[config.mk]
export PLATFORM = sky130hd
export DESIGN_NAME = dff_sync_sr_monitor
export DESIGN_NICKNAME = d
export VERILOG_FILES = /design/src/rtl/dff_sync_sr_monitor.sv
export SDC_FILE = /design/constraint.sdc
export NUM_CORES = 1
export LEC_CHECK = 0
export CAP_MARGIN = 20
export CORE_MARGIN = 3
export CORE_UTILIZATION = 51
export CTS_CLUSTER_DIAMETER = 200
export DETAILED_ROUTE_END_ITERATION = 16
export PLACE_DENSITY = 0.83
export SYNTH_ARGS = -nofsm -noshare
export SYNTH_HDL_FRONTEND = slang
export SYNTH_SLANG_ARGS = --single-unit
[constraint.sdc]
create_clock -name clk -period 2.7 [get_ports clk]
set_input_delay 0.27 -clock clk [delete_from_list [all_inputs] [get_ports clk]]
set_output_delay 0.27 -clock clk [all_outputs]
set_load 0.005 [all_outputs]
[src/rtl/dff_sync_sr_monitor.sv]
// Response checker for a D flip-flop with synchronous set/reset.
// Optional complement check on mon_qbar: define DFF_MON_COMPL_CHECK_EN.
module dff_sync_sr_monitor #(
  parameter int CNT_W    = 8,
  parameter bit SET_WINS = 1'b1
) (
  input  logic             clk,
  input  logic             reset,
  input  logic             en,
  input  logic             mon_d,
  input  logic             mon_set,
  input  logic             mon_rst,
  input  logic             mon_q,
  input  logic             mon_qbar,
  output logic             exp_q,
  output logic             err_pulse,
  output logic             err_sticky,
  output logic [CNT_W-1:0] check_cnt,
  output logic [CNT_W-1:0] err_cnt,
  output logic             active
);

  typedef enum logic [1:0] {
    IDLE   = 2'd0,
    WARMUP = 2'd1,
    CHECK  = 2'd2
  } state_t;

  localparam logic [CNT_W-1:0] CNT_MAX = {CNT_W{1'b1}};
  localparam logic [CNT_W-1:0] CNT_ONE = CNT_W'(1'b1);

  state_t           state_r;
  state_t           state_nx_s;
  logic             exp_q_r;
  logic             err_pulse_r;
  logic             err_sticky_r;
  logic             active_r;
  logic [CNT_W-1:0] check_cnt_r;
  logic [CNT_W-1:0] err_cnt_r;
  logic             compare_s;
  logic             mismatch_s;

  // Value a correct flop presents after this edge.
  function automatic logic ref_next(input logic d, input logic set, input logic rst);
    logic r;
    if (set && rst) begin
      r = SET_WINS;
    end else if (set) begin
      r = 1'b1;
    end else if (rst) begin
      r = 1'b0;
    end else begin
      r = d;
    end
    return r;
  endfunction

  function automatic logic [CNT_W-1:0] sat_inc(input logic [CNT_W-1:0] v);
    return (v == CNT_MAX) ? v : v + CNT_ONE;
  endfunction

  // Next-state decode; leaving CHECK on en=0 suppresses that edge's compare.
  always_comb begin
    state_nx_s = IDLE;
    case (state_r)
      IDLE:    state_nx_s = en ? WARMUP : IDLE;
      WARMUP:  state_nx_s = en ? CHECK  : IDLE;
      CHECK:   state_nx_s = en ? CHECK  : IDLE;
      default: state_nx_s = IDLE;
    endcase
  end

  // Compare qualification and verdict for the current edge.
  always_comb begin
    compare_s  = (state_r == CHECK) && en;
`ifdef DFF_MON_COMPL_CHECK_EN
    mismatch_s = (mon_q != exp_q_r) || (mon_qbar != ~mon_q);
`else
    mismatch_s = (mon_q != exp_q_r);
`endif
  end

`ifndef DFF_MON_COMPL_CHECK_EN
  logic unused_qbar_s;
  assign unused_qbar_s = mon_qbar;
`endif

  // State, reference model, counters and flags.
  always_ff @(posedge clk or negedge reset) begin
    if (!reset) begin
      state_r      <= IDLE;
      exp_q_r      <= 1'b0;
      err_pulse_r  <= 1'b0;
      err_sticky_r <= 1'b0;
      active_r     <= 1'b0;
      check_cnt_r  <= '0;
      err_cnt_r    <= '0;
    end else begin
      state_r     <= state_nx_s;
      active_r    <= (state_nx_s == CHECK);
      exp_q_r     <= ref_next(mon_d, mon_set, mon_rst);
      err_pulse_r <= compare_s && mismatch_s;
      if (compare_s) begin
        check_cnt_r <= sat_inc(check_cnt_r);
        if (mismatch_s) begin
          err_cnt_r    <= sat_inc(err_cnt_r);
          err_sticky_r <= 1'b1;
        end
      end
    end
  end

  assign exp_q      = exp_q_r;
  assign err_pulse  = err_pulse_r;
  assign err_sticky = err_sticky_r;
  assign active     = active_r;
  assign check_cnt  = check_cnt_r;
  assign err_cnt    = err_cnt_r;

endmodule
Fig. 1: I/O nets highlighted
The bar under the picture is 20 um long.
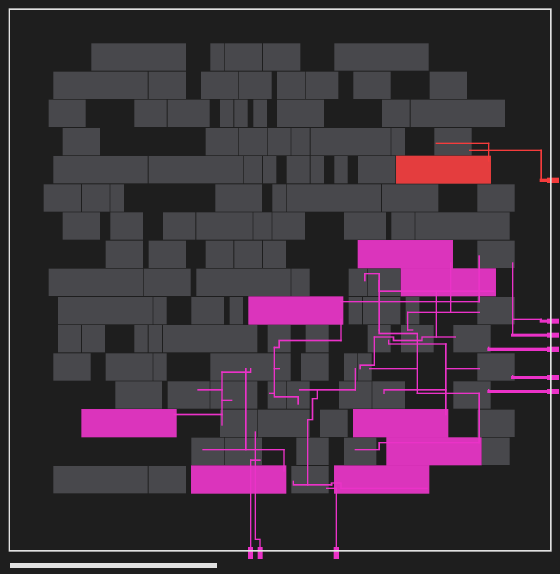
| port | colour | bits | direction | edge | end cells | buffers | wire |
|---|---|---|---|---|---|---|---|
| `check_cnt` | magenta | 8 | output | 5 right, 3 bottom | 8 | 8 | 268 um |
| `err_pulse` | red | 1 | output | right | 1 | 1 | 17.2 um |

Fig. 2: the metal 1 layer
Supply wires on this layer in grey.
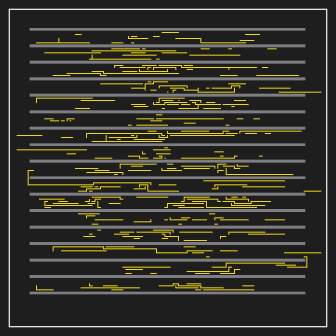
main direction: horizontal
wire length on this layer: 910 um
longest straight run: 13.8 um
nets with wire on the layer: 120
DR vias: 733
final wirelength: 1820 um
met1 Use GR: 20.5%

Fig. 3: a small window of the routed layout
The bar under the picture is 10 um long. Window x 11 to 41, y 11 to 41 um. Cells in grey, sequential cells in the stronger grey; small squares are vias.
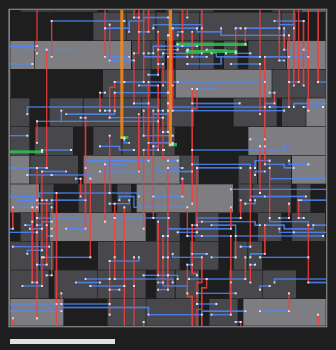
| layer | colour |
|---|---|
| met4 | orange |
| met1 | blue |
| met2 | red |
| met3 | green |
cells with their middle in the window: 67
netlist names of flops here include: `check_cnt` (4), `err_cnt` (4)
most frequent: nand2_1 (9), dfrtp_1 (8)
sequential cells in the window: 8

Fig. 4: clock wiring as the flow saved it
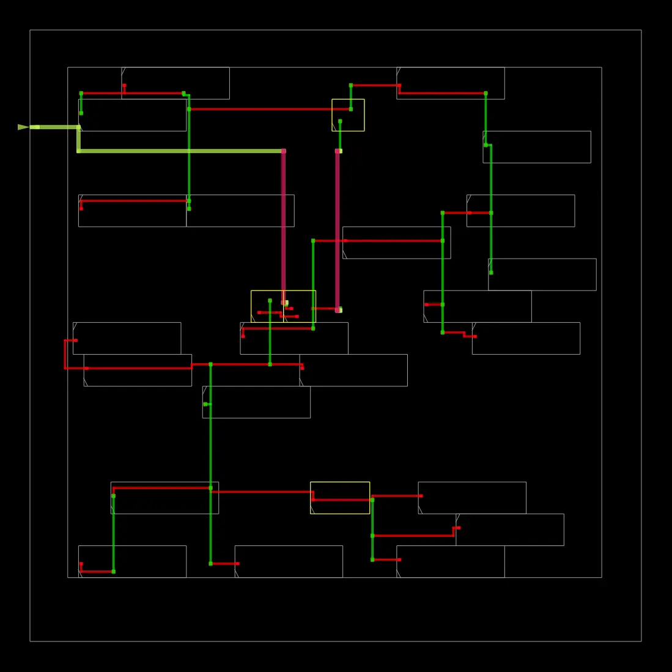
Clk. pwr: 0.000185 W
Flops: 22
clk_buf instances: 4
Fin Clk Skew: 0.00827 ns

==> impl_metrics.toml <==
# yosys + openroad results
[status]
status = "complete, no violations"

[synthesis]
top_cells_by_area = "dfrtp_1 (51%), ha_1 (5.8%), xnor2_1 (4.8%)"
yosysWarnings = 0
top_area_share_pct = 50.7
fp_nets = 105
ys_area_um2 = 1090
ys_async_sr_fraction_pct = 100
post_synth.cell_area_avg_um2 = 11.8
synth.distinct_cells = 28
ys_seq_elements = 22
yosysTopAreaCell = "dfrtp_1"
synth-edff-count = 0
ys_cells = 92

[global_routing]
track_usage_pct = 15.3
grt_pass1_wl_um = 3050
grt-ovfl-total = 0
first_global_vias = 711
grt_max_degree = 23
grt_antenna_before_repair = 0

[clock_tree]
postCtsSetupRepairBufs = 0
htree_levels = 1
postCtsHoldBufs = 0
cts_tree = "built"
numCtsBuffers = 3
cts_resized = 0
cts.sinks = 22
worstSkewPairLatency_ns = 0.31

[layout]
area_growth_pct = 30.1
logic_gate_count = 65
logic_area_um2 = 509
n_all_inverters = 4
insertedDiodeCount = 0
sh_comb_area_pct = 36.0
layout-drive-gt1-share_pct = 14.8
final_core_util_pct = 71.3
final-clk-cell-share_pct = 2.57
final_area_um2 = 1410
instances_no_fill = 149
buf_share_pct = 19.0
nNetsFinal = 136
seq-cell-share_pct = 39.0
largestClassByArea = "registers"
signal_buffers = 27

[setup_path]
crit_cells = 1
cp-end-kind = "output pin"
r2r_setup_slack_ns = 1.14
startpoint_type = "flop"
critical-path-top-delay-family = "buffers and inverters"
cp_slowest_cell = "clkdlybuf4s50_1"
critPathRequiredTime_ns = 2.43
timing.rr.end = "check_cnt[5]"
cp_data_arrival_time_ns = 1.36

[final_timing]
drv_slew = 0
worst_hold_slack_ns = 0.294
rsz0062_at_grt = "false"
period_minus_slack_ns = 1.63
setup_ws_ns = 1.07
tightestPinTransition_ns = 0.279
fmax_ghz = 0.612
relSlewSlack_pct = 81.4

[placement]
port_buffers = 26
place_worst_setup_slack_ns = 0.980
dpl.hpwl_um = 1380
dp_cells = 145

[run]
max_cap_viol_count = 0

[pwr]
leakagePower_nw = 0.666
power_density_nw_per_um2 = 701
power_w = 0.000990
vdd_ir_drop_max_uv = 424

[detailed_routing]
viasPerCell = 4.92
antenna_left = 0
drtIter0Drc = 9

[floorplanning]
die_y_um = 52.1
taps = 27
rows = 16
initCoreUtil_pct = 54.8
die_w_um = 52.1

[hold_path]
hold_class = "input port to async pin"
==> worst max path at each step <==
stage / start / to
3_3_place_gp: mon_q / err_cnt[5]
3_5_place_dp: en / err_cnt[5]
4_1_cts: err_cnt[2] / err_cnt[2]
6_report: err_cnt[2] / err_cnt[2]
5_1_grt: err_cnt[2] / err_cnt[2]
2_1_floorplan: check_cnt[0] / check_cnt[5]
==> sequential cells by signal (all words and copies together) (netlist names) <==
| register | flops |
|---|---|
| check_cnt | 8 |
| err_cnt | 8 |
| state_r | 2 |
| active | 1 |
| err_pulse | 1 |
| err_sticky | 1 |
| exp_q | 1 |
==> logic make-up after synthesis <==
logic type	synth area share, %
mux	6.80
simple gates	24.2
fa+ha+maj	5.76
xor+xnor	8.06
flops	50.7
buf+inv	2.42
compound gates	2.07
==> worst register-to-register path, stage by stage (launching register included) <==
cell and delay [ns]:
dfrtp_1 0.46, ha_1 0.24, and3_1 0.18, nand2_2 0.09
or3b_1 0.36, xnor2_1 0.13
==> layer usage <==
metal	GRT usage, %	part of all wire, %	up-vias
met2	24.1	44	22
met4	5.11	1.4	0
met5	0	0	-
met3	4.01	4.8	4
li1	-	-	368
met1	20.5	50	339
==> cells in the mapped netlist, types with 3 or more instances <==
| library cell | number |
|---|---|
| nor2_1 | 3 |
| nand3_1 | 3 |
| mux2_2 | 3 |
| a21oi_1 | 3 |
| inv_1 | 4 |
| and3_1 | 5 |
| xor2_1 | 4 |
| ha_1 | 5 |
| xnor2_1 | 6 |
| dfrtp_1 | 22 |
| nand2_1 | 12 |
==> power by group <==
group          switching (W)  leakage (nW)  total (W)  internal, W
sequential         0.0000944         0.283   0.000498     0.000404
clock               0.000103        0.0210   0.000185    0.0000823
combinational       0.000105         0.361   0.000306     0.000201
total               0.000303         0.666   0.000990     0.000687
Power is estimated from default activity; no workload was simulated.
